Selected gate families:
Bar = 20 um.
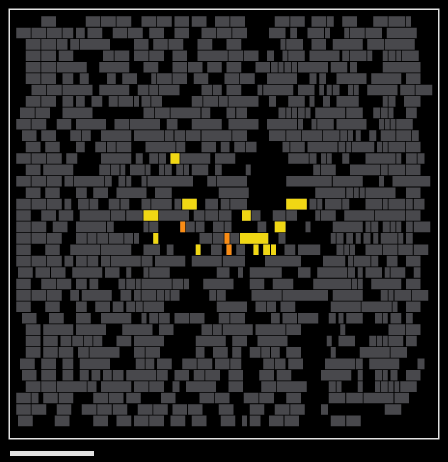
Cells coloured by class:
Bar = 20 um. Fill, decap, tap and diode cells in grey.
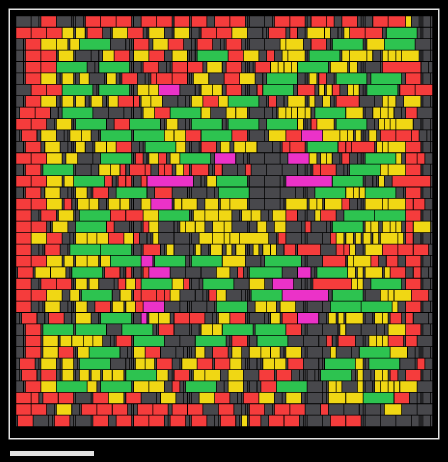
Met4 routing:
Bar = 20 um.
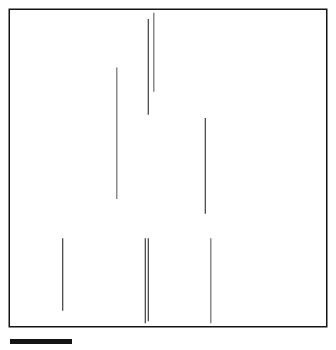
Design dlx_mem_responder, sky130hd; sources not shown.
==> results.toml <==
# physical design summary
[power_and_ir_drop]
pg_clk_w = 0.00133
seq_power_share_pct = 38.4
p_total_w = 0.004906
vdd_drop_max_uv = 315.6
power_density_nw_per_um2 = 719.8
swShare_pct = 31.79
pg_seq_w = 0.00189

[synth]
ys_warn_count = 0
ys_cells = 455
synthSimpleGateAreaFrac_pct = 9.914
top_area_cell = "dfxtp_1"
synthTopLogicFamily = "AND-OR/OR-AND gates"
yosys.cell_count.top_type = "dfxtp_1"
synth.yosys.seq_area_share_pct = 41.92
ys_ff = 88
yosys-stat-area_um2 = 4203
yosys-top-cells-count = "dfxtp_1, nand2_1, a31oi_1"
ff_type = "dfxtp_1"
yosys.cell_types.count = 34
synthAdderAreaFrac_pct = 0.2977
async_reset_ff_share_pct = 0
topCellsByArea = "dfxtp_1, mux2i_1, a211oi_1"
yosys.area_share.aoi_pct = 21.79
syn-num-nets = 607
synthMuxAreaShare_pct = 20.24

[critical_path]
crit_required_ns = 1.73
endpoint_kind = "output port"
critPathBufInv = 3
slowest_stage = "dfxtp_4"
max_stage_delay_ns = 0.36
critPathTopFamily = "buffers and inverters"

[timing]
tightest_slew_ns = 0.6022
post-route-min-period_ns = 2.096
hold_viol = 0
slew_viol_final = 0
fin_worst_skew_ns = 0.01409
holdWs_ns = 0.4556
finalSetupViolCount = 0

[floorplanning]
chip_area_um2 = 10410
die_h_um = 102.0
ios = 236

[clock_network]
cts_tree = "yes"
htree_levels = 3
insertion_delay_ns = 0.35
root_buffer = "clkbuf_8"
clockBufferDepth = 2
post_cts_resized = 182
post_cts_buffers = 0
numCtsBuffers = 9

[grt]
met2_usage_pct = 41.82
grt_max_degree = 15
busiest_layer = "met2"
grt_pass1_wl_um = 19460
antenna_found_initial = 0
use_met1_pct = 28.70

[drt]
wl_met3_um = 901
wl_met1_um = 5393
drt_pass1_iterations = 4
wl_per_cell_um = 15.83
wl_met2_um = 6515

[placed_design]
hpwlAfterDp_um = 9617
dp_cells = 804
dp_worst_setup_slack_ns = -0.2870

[cells_and_area]
diodes = 0
final-comb-area_um2 = 2223
flops = 88
layout-drive-gt1-share_pct = 17.51
clk_share_pct = 3.433
syn_to_final_growth_pct = 62.16
dominant_cells = "non-clock buffers"
buffers = 270
logic_gate_count = 315
buf_share_pct = 35.41

[outcome]
status = "completed"

[min_path]
min_path_type = "reg2reg"
hold_depth = 2
About 'selected gate families':
colour	family	cells
yellow	nor cells	12
orange	inv cells	3
combinational share of cell area: 32.62%
most numerous logic cell after layout: clkdlybuf4s50_1
non-filler instance count after layout: 824

About 'cells coloured by class':
colour	class	cells	share of their area
magenta	clock drivers and dummy loads	15	3.5%
yellow	remaining logic cells	318	34%
red	remaining buffers and delay cells	270	36%
green	sequential cells	88	27%
Final Cell Area: 6815 um^2
site row count: 36
post-route core utilization: 70.05%
flop share of the area: 25.92%
Core Footprint: 9729 um^2

About 'met4 routing':
main direction	vertical
wire length on this layer	233 um
vias: 4,396
Post-Route WL: 13,040 um

